### src/rtl/uart_rx_8n1_pkg.sv
// Shared UART definitions: FSM state encoding, frame width and counter sizing.
// Shared by the RX and TX paths.
package uart_pkg;

  localparam int DATA_BITS = 8;

  typedef enum logic [2:0] {
    IDLE,
    START,
    DATA,
    STOP,
    BREAK
  } rx_state_t;

  function automatic int cnt_width(input int n);
    return (n > 1) ? $clog2(n) : 1;
  endfunction

endpackage

### src/rtl/uart_rx_8n1_if.sv
// Byte-stream handshake between the UART receiver (master) and its consumer (slave).
interface uart_rx_8n1_if;
  import uart_pkg::*;

  logic [DATA_BITS-1:0] rx_data;
  logic                 rx_valid;
  logic                 rx_ready;
  logic                 frame_err;
  logic                 overrun;
  logic                 rx_busy;

  modport master (
    output rx_data, rx_valid, frame_err, overrun, rx_busy,
    input  rx_ready
  );

  modport slave (
    input  rx_data, rx_valid, frame_err, overrun, rx_busy,
    output rx_ready
  );
endinterface

### src/rtl/uart_rx_8n1_sync_ff.sv
// Metastability synchroniser chain; flops preset to 1 so an idle-high line
// never looks like a start bit coming out of reset.
module sync_ff #(
  parameter int SYNC_STAGES = 2
) (
  input  logic clk,
  input  logic rst_n,
  input  logic d,
  output logic q
);
  logic [SYNC_STAGES-1:0] chain;

  always_ff @(posedge clk) begin
    if (!rst_n) chain <= '1;
    else        chain <= {chain[SYNC_STAGES-2:0], d};
  end

  assign q = chain[SYNC_STAGES-1];
endmodule

### src/rtl/uart_rx_8n1.sv
// 8N1 UART receiver with a one-byte holding register on a valid/ready handshake,
// framing-error and overrun pulses.
module uart_rx_8n1 #(
  parameter int CLKS_PER_BIT = 434,
  parameter int SYNC_STAGES  = 2
) (
  input  logic          CLOCK_50,
  input  logic          reset_n,
  input  logic          UART_RXD,
  uart_rx_8n1_if.master rx
);
  import uart_pkg::*;

  localparam int CNT_W = cnt_width(CLKS_PER_BIT);
  localparam int IDX_W = cnt_width(DATA_BITS);
  localparam logic [CNT_W-1:0] HALF_LAST = CNT_W'(CLKS_PER_BIT / 2 - 1);
  localparam logic [CNT_W-1:0] FULL_LAST = CNT_W'(CLKS_PER_BIT - 1);
  localparam logic [IDX_W-1:0] IDX_LAST  = IDX_W'(DATA_BITS - 1);

  logic                 rxs;
  rx_state_t            state;
  logic [CNT_W-1:0]     cnt;
  logic [IDX_W-1:0]     bit_idx;
  logic [DATA_BITS-1:0] shift;

  sync_ff #(.SYNC_STAGES(SYNC_STAGES)) u_sync (
    .clk   (CLOCK_50),
    .rst_n (reset_n),
    .d     (UART_RXD),
    .q     (rxs)
  );

  always_ff @(posedge CLOCK_50) begin
    if (!reset_n) begin
      state        <= IDLE;
      cnt          <= '0;
      bit_idx      <= '0;
      shift        <= '0;
      rx.rx_data   <= '0;
      rx.rx_valid  <= 1'b0;
      rx.frame_err <= 1'b0;
      rx.overrun   <= 1'b0;
      rx.rx_busy   <= 1'b0;
    end else begin
      rx.frame_err <= 1'b0;
      rx.overrun   <= 1'b0;
      // A byte loaded below in the same cycle overrides this clear.
      if (rx.rx_valid && rx.rx_ready) rx.rx_valid <= 1'b0;

      case (state)
        IDLE: begin
          cnt <= '0;
          if (!rxs) begin
            state      <= START;
            rx.rx_busy <= 1'b1;
          end
        end

        START: begin
          if (cnt == HALF_LAST) begin
            cnt <= '0;
            if (rxs) begin
              state      <= IDLE;
              rx.rx_busy <= 1'b0;
            end else begin
              state   <= DATA;
              bit_idx <= '0;
            end
          end else begin
            cnt <= cnt + 1'b1;
          end
        end

        DATA: begin
          if (cnt == FULL_LAST) begin
            cnt   <= '0;
            shift <= {rxs, shift[DATA_BITS-1:1]};
            if (bit_idx == IDX_LAST) state <= STOP;
            else                     bit_idx <= bit_idx + 1'b1;
          end else begin
            cnt <= cnt + 1'b1;
          end
        end

        STOP: begin
          if (cnt == FULL_LAST) begin
            cnt <= '0;
            if (rxs) begin
              if (!rx.rx_valid || rx.rx_ready) begin
                rx.rx_data  <= shift;
                rx.rx_valid <= 1'b1;
              end else begin
                rx.overrun <= 1'b1;
              end
              state      <= IDLE;
              rx.rx_busy <= 1'b0;
            end else begin
              rx.frame_err <= 1'b1;
              state        <= BREAK;
            end
          end else begin
            cnt <= cnt + 1'b1;
          end
        end

        BREAK: begin
          cnt <= '0;
          if (rxs) begin
            state      <= IDLE;
            rx.rx_busy <= 1'b0;
          end
        end

        default: begin
          state      <= IDLE;
          cnt        <= '0;
          rx.rx_busy <= 1'b0;
        end
      endcase
    end
  end
endmodule

### src/flat_wrapper.sv
// flat-port wrapper written by rule: the top's interface ports become plain ports
module uart_rx_8n1_flat import uart_pkg::*;
#(
  parameter int CLKS_PER_BIT = 434,
  parameter int SYNC_STAGES  = 2
)
  (CLOCK_50, reset_n, UART_RXD, rx_rx_data, rx_rx_valid, rx_frame_err, rx_overrun, rx_rx_busy, rx_rx_ready);
  uart_rx_8n1_if rx_i ();
  input  logic CLOCK_50;
  input  logic reset_n;
  input  logic UART_RXD;
  output wire logic [$bits(rx_i.rx_data)-1:0] rx_rx_data;
  output wire logic [$bits(rx_i.rx_valid)-1:0] rx_rx_valid;
  output wire logic [$bits(rx_i.frame_err)-1:0] rx_frame_err;
  output wire logic [$bits(rx_i.overrun)-1:0] rx_overrun;
  output wire logic [$bits(rx_i.rx_busy)-1:0] rx_rx_busy;
  input wire logic [$bits(rx_i.rx_ready)-1:0] rx_rx_ready;
  assign rx_rx_data = rx_i.rx_data;
  assign rx_rx_valid = rx_i.rx_valid;
  assign rx_frame_err = rx_i.frame_err;
  assign rx_overrun = rx_i.overrun;
  assign rx_rx_busy = rx_i.rx_busy;
  assign rx_i.rx_ready = rx_rx_ready;
  uart_rx_8n1 #(.CLKS_PER_BIT(CLKS_PER_BIT), .SYNC_STAGES(SYNC_STAGES)) u_core (.CLOCK_50(CLOCK_50), .reset_n(reset_n), .UART_RXD(UART_RXD), .rx(rx_i));
endmodule
### config.mk
export PLATFORM = sky130hd
export DESIGN_NAME = uart_rx_8n1_flat
export DESIGN_NICKNAME = d
export VERILOG_FILES = /design/src/rtl/uart_rx_8n1_pkg.sv /design/src/rtl/uart_rx_8n1_if.sv /design/src/rtl/uart_rx_8n1_sync_ff.sv /design/src/rtl/uart_rx_8n1.sv /design/src/flat_wrapper.sv
export SDC_FILE = /design/constraint.sdc
export NUM_CORES = 1
export LEC_CHECK = 0
export ABC_AREA = 1
export CORE_MARGIN = 2
export CORE_UTILIZATION = 45
export CTS_BUF_LIST = sky130_fd_sc_hd__clkbuf_8
export DETAILED_ROUTE_END_ITERATION = 7
export SYNTH_ARGS = -nofsm -noshare
export SYNTH_HDL_FRONTEND = slang
export SYNTH_HIERARCHICAL = 1
export SYNTH_SLANG_ARGS = --single-unit
export TNS_END_PERCENT = 5
### constraint.sdc
create_clock -name CLOCK_50 -period 2 [get_ports CLOCK_50]
set_input_delay 0.4 -clock CLOCK_50 [delete_from_list [all_inputs] [get_ports CLOCK_50]]
set_output_delay 0.4 -clock CLOCK_50 [all_outputs]
set_load 0.02 [all_outputs]
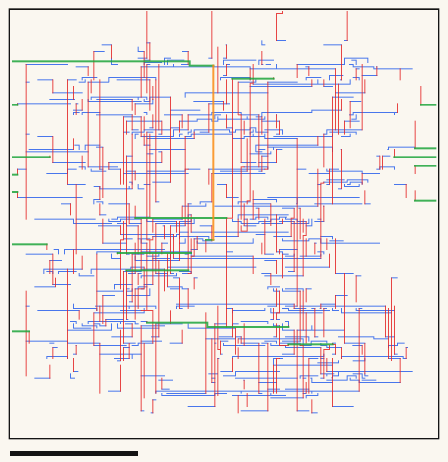
(images/layers.png)
The bar under the picture is 20 um long.
legend:
  blue:
    layer: M1
    wire_length: 1680 um
  red:
    layer: M2
    wire_length: 1330 um
  green:
    layer: M3
    wire_length: 139 um
  orange:
    layer: M4
    wire_length: 27.2 um
overall routed net length: 3179 um
via count: 1455
drt wl/cell: 10.19 um

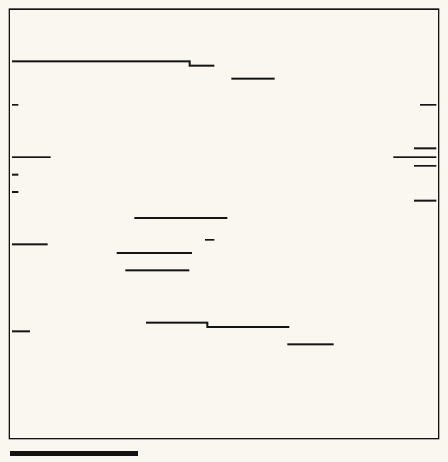
(images/m3.png)
The bar under the picture is 20 um long.
share of all routed wire: 4.4%
longest straight run: 27.6 um
main direction: horizontal
wire length on this layer: 139 um
nets with wire on the layer: 16
GR met3 Demand/Resource: 6.588%

==> ci_impl_report.md <==
## PnR job results

| Metric | Value |
|---|---|
| Critical Path RT | 1.60 ns |
| Area leader share | 41.69% |
| Top Layout Cells | nand2_1, nor2_1, dfxtp_1, inv_1, clkdlybuf4s50_1 |
| Final std cells w/o fill | 312 |
| Syn Area/Cell | 7.282 um2 |
| EDFF count, synth | 0 |
| Nets at Floorplan | 253 |
| Number of cells on the critical path | 1 |
| Initial antenna violation count | 0 |
| Chip Height | 66.84 um |
| Synth Seq Share | 41.69% |
| Critical Path Max Stage Delay | 0.60 ns |
| Max Freq | 0.6154 GHz |
| Synthesis warning total | 6 |
| Post-DRT Antenna Nets | 0 |
| Clock-pin slew on the worst setup and hold paths | 0.08 ns |
| Final Hold Fails | 0 |
| Share of cells above drive strength 1 | 12.12% |
| GR Overflow Total | 0 |
| Async set-reset flop share out of synthesis | 0% |
| Cells after Synth | 244 |
| Crit Path Class | reg -> out |
| Clk buf depth | 2 |
| RSZ-0062 raised after global routing | false |
| Area reported by Yosys stat | 1777 um2 |
| Family with the most delay on the worst path | buffers and inverters |
| Post-cts sizing count | 0 |
| Final net count | 272 |
| Worst IR Drop VDD | 0.5053 mV |
| Place WS | 0.3996 ns |
| CP bufs+invs | 1 |
| Outcome | finished, final reports clean |
| Synth top cell by count | nand2_1 |
| Biggest area cells | dfxtp_1, nand2_1, nor2_1 |
| PortBufs | 15 |
| Cell row count | 22 |
| Synth-to-Final Area Change | 16.48% |
| Final worst clock skew | 0.008968 ns |
| Crit path to | rx_rx_data[6] |
| CP max-delay cell | clkdlybuf4s50_1 |
| Power, Total | 1.942 mW |
| Cell depth of the worst hold path | 2 |
| Setup TNS | 0 ns |
| Dominant flop cell | dfxtp_1 |
| Flops out of synthesis | 37 |
| WHS Endpoint | u_core/u_sync/chain[1]$_SDFF_PN1_ |
| FF-to-FF setup slack | 0.41 ns |
| DRC | 0 |
| First-pass GRT wire length | 5733 um |
| Post-DP HPWL | 2296 um |
| Most frequent logic cell in the layout | nand2_1 |
| Max Cap Viol | 0 |
| Setup ws final | 0.3751 ns |
| CTS sink count | 37 |
| # Cells Yosys | 244 |
| Hold Buf Count CTS | 0 |
| Crit-path cells | clkdlybuf4s50_1 |
| Chip width | 66.84 um |
| Final setup violation count | 0 |
| Synth top cells by count | nand2_1, nor2_1, dfxtp_1 |
| Final Max Tran Viols | 0 |
| Crit end category | output port |
| GRT Util Overall | 17.16% |
| CP startpoint | u_core/rx.rx_data[6]$_SDFFE_PN0P_ |
| I/O pin count | 16 |
| Hold path start | u_core/u_sync/chain[0]$_SDFF_PN1_ |
| Leakage power | 0.9420 nW |
| Worst r2r src | u_core/cnt[1]$_SDFF_PN0_ |
| Vias in the first global route | 1332 |
| R2R Path End | u_core/cnt[7]$_SDFF_PN0_ |
| Actual slew at the worst max-slew pin | 0.3074 ns |
| Log Warnings | 28 |
| Core Area | 3716 um2 |
| H-tree depth | 2 |
| Worst slew margin | 79.43% |
| CP max FO | 2 |
| Post-layout min period | 1.625 ns |
| Root Driver | clkbuf_8 |
| DR vias/cell | 4.663 |
| Fin crit share | 81.25% |
| Fin Hold WS | 0.4009 ns |
| Antenna diode count | 0 |
| Post-CTS Setup Inserts | 0 |
| Pwr Density | 938.6 nW/um2 |
| Routability cong. | 0.8446 |
| Clk Latency, worst-skew pair | 0.29 ns |
| TritonRoute pass-1 iters | 4 |
| Hold Crit Class | reg -> reg |
| Die area | 4467 um2 |
| Worst Reg-to-Reg Cells | 9 |
| Post-placement cell count | 304 |
| Largest net degree at the start of global routing | 17 |
| Netlist cell types | 30 |
| TritonCTS clock tree | built |
| CTS Buf Count | 5 |
| DRT iter0 DRCs | 80 |
| Floorplan utilization | 47.81% |
| Synth area leader | dfxtp_1 |
| Startpoint Class | register |
| Mapped Area | 1777 um2 |
| CP arrival | 1.22 ns |
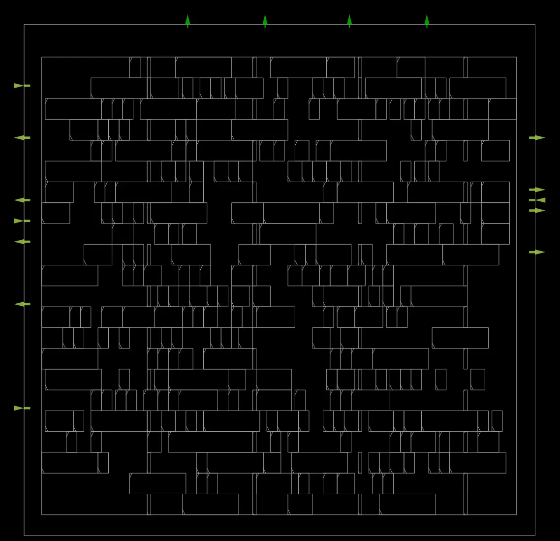
(images/placed.png)
Tapcell Cnt: 48
Filler Cells Inserted: 380

sequential cells by signal, summed over array words and instances (netlist names):
| register | cells |
|---|---|
| u_core/rx.overrun | 1 |
| u_core/state | 3 |
| u_core/shift | 8 |
| u_core/rx.frame_err | 1 |
| u_core/u_sync/chain | 2 |
| u_core/rx.rx_data | 8 |
| u_core/cnt | 9 |
| u_core/bit_idx | 3 |
| u_core/rx.rx_busy | 1 |
| u_core/rx.rx_valid | 1 |
area by class of cell:
class	instances	area, um2
Clock inverter	2	37.54
Multi-Input combinational cell	169	858.3
Timing Repair Buffer	17	165.2
Clock buffer	6	82.58
Fill cell	380	1647
Sequential cell	37	740.7
Inverter	33	125.1
Tap cell	48	60.06
through the flow:
step / utilization, % / area [um2]
2_1_floorplan: - / 1777
3_3_place_gp: 52.46 / 1949
3_5_place_dp: 52.46 / 1949
4_1_cts: 55.69 / 2069
5_1_grt: 55.69 / 2069
6_report: 55.69 / 2069
per-layer routing:
| metal | up-vias | global-route usage, % | part of all wire (%) | routed length (um) |
|---|---|---|---|---|
| met2 | 26 | 24.13 | 42 | 1334 |
| met5 | - | 0 | 0 | 0 |
| met1 | 633 | 23.07 | 53 | 1679 |
| met3 | 2 | 6.588 | 4.3 | 138 |
| li1 | 794 | - | - | - |
| met4 | 0 | 7.653 | 0.85 | 27 |
cells by family after synthesis:
family	share of synthesized area, %
AND/OR/NAND/NOR	38.52
XOR/XNOR	1.479
AND-OR/OR-AND	4.789
buffers and inverters	9.999
adder cells (fa/ha/maj)	3.521
flip-flops	41.69
report_power, final:
part	internal [mW]	switching, mW	leakage (nW)	total, mW
sequential	0.782	0.0426	0.299	0.825
combinational	0.150	0.295	0.585	0.445
clock	0.405	0.267	0.0574	0.672
Power and IR drop assume default switching activity.
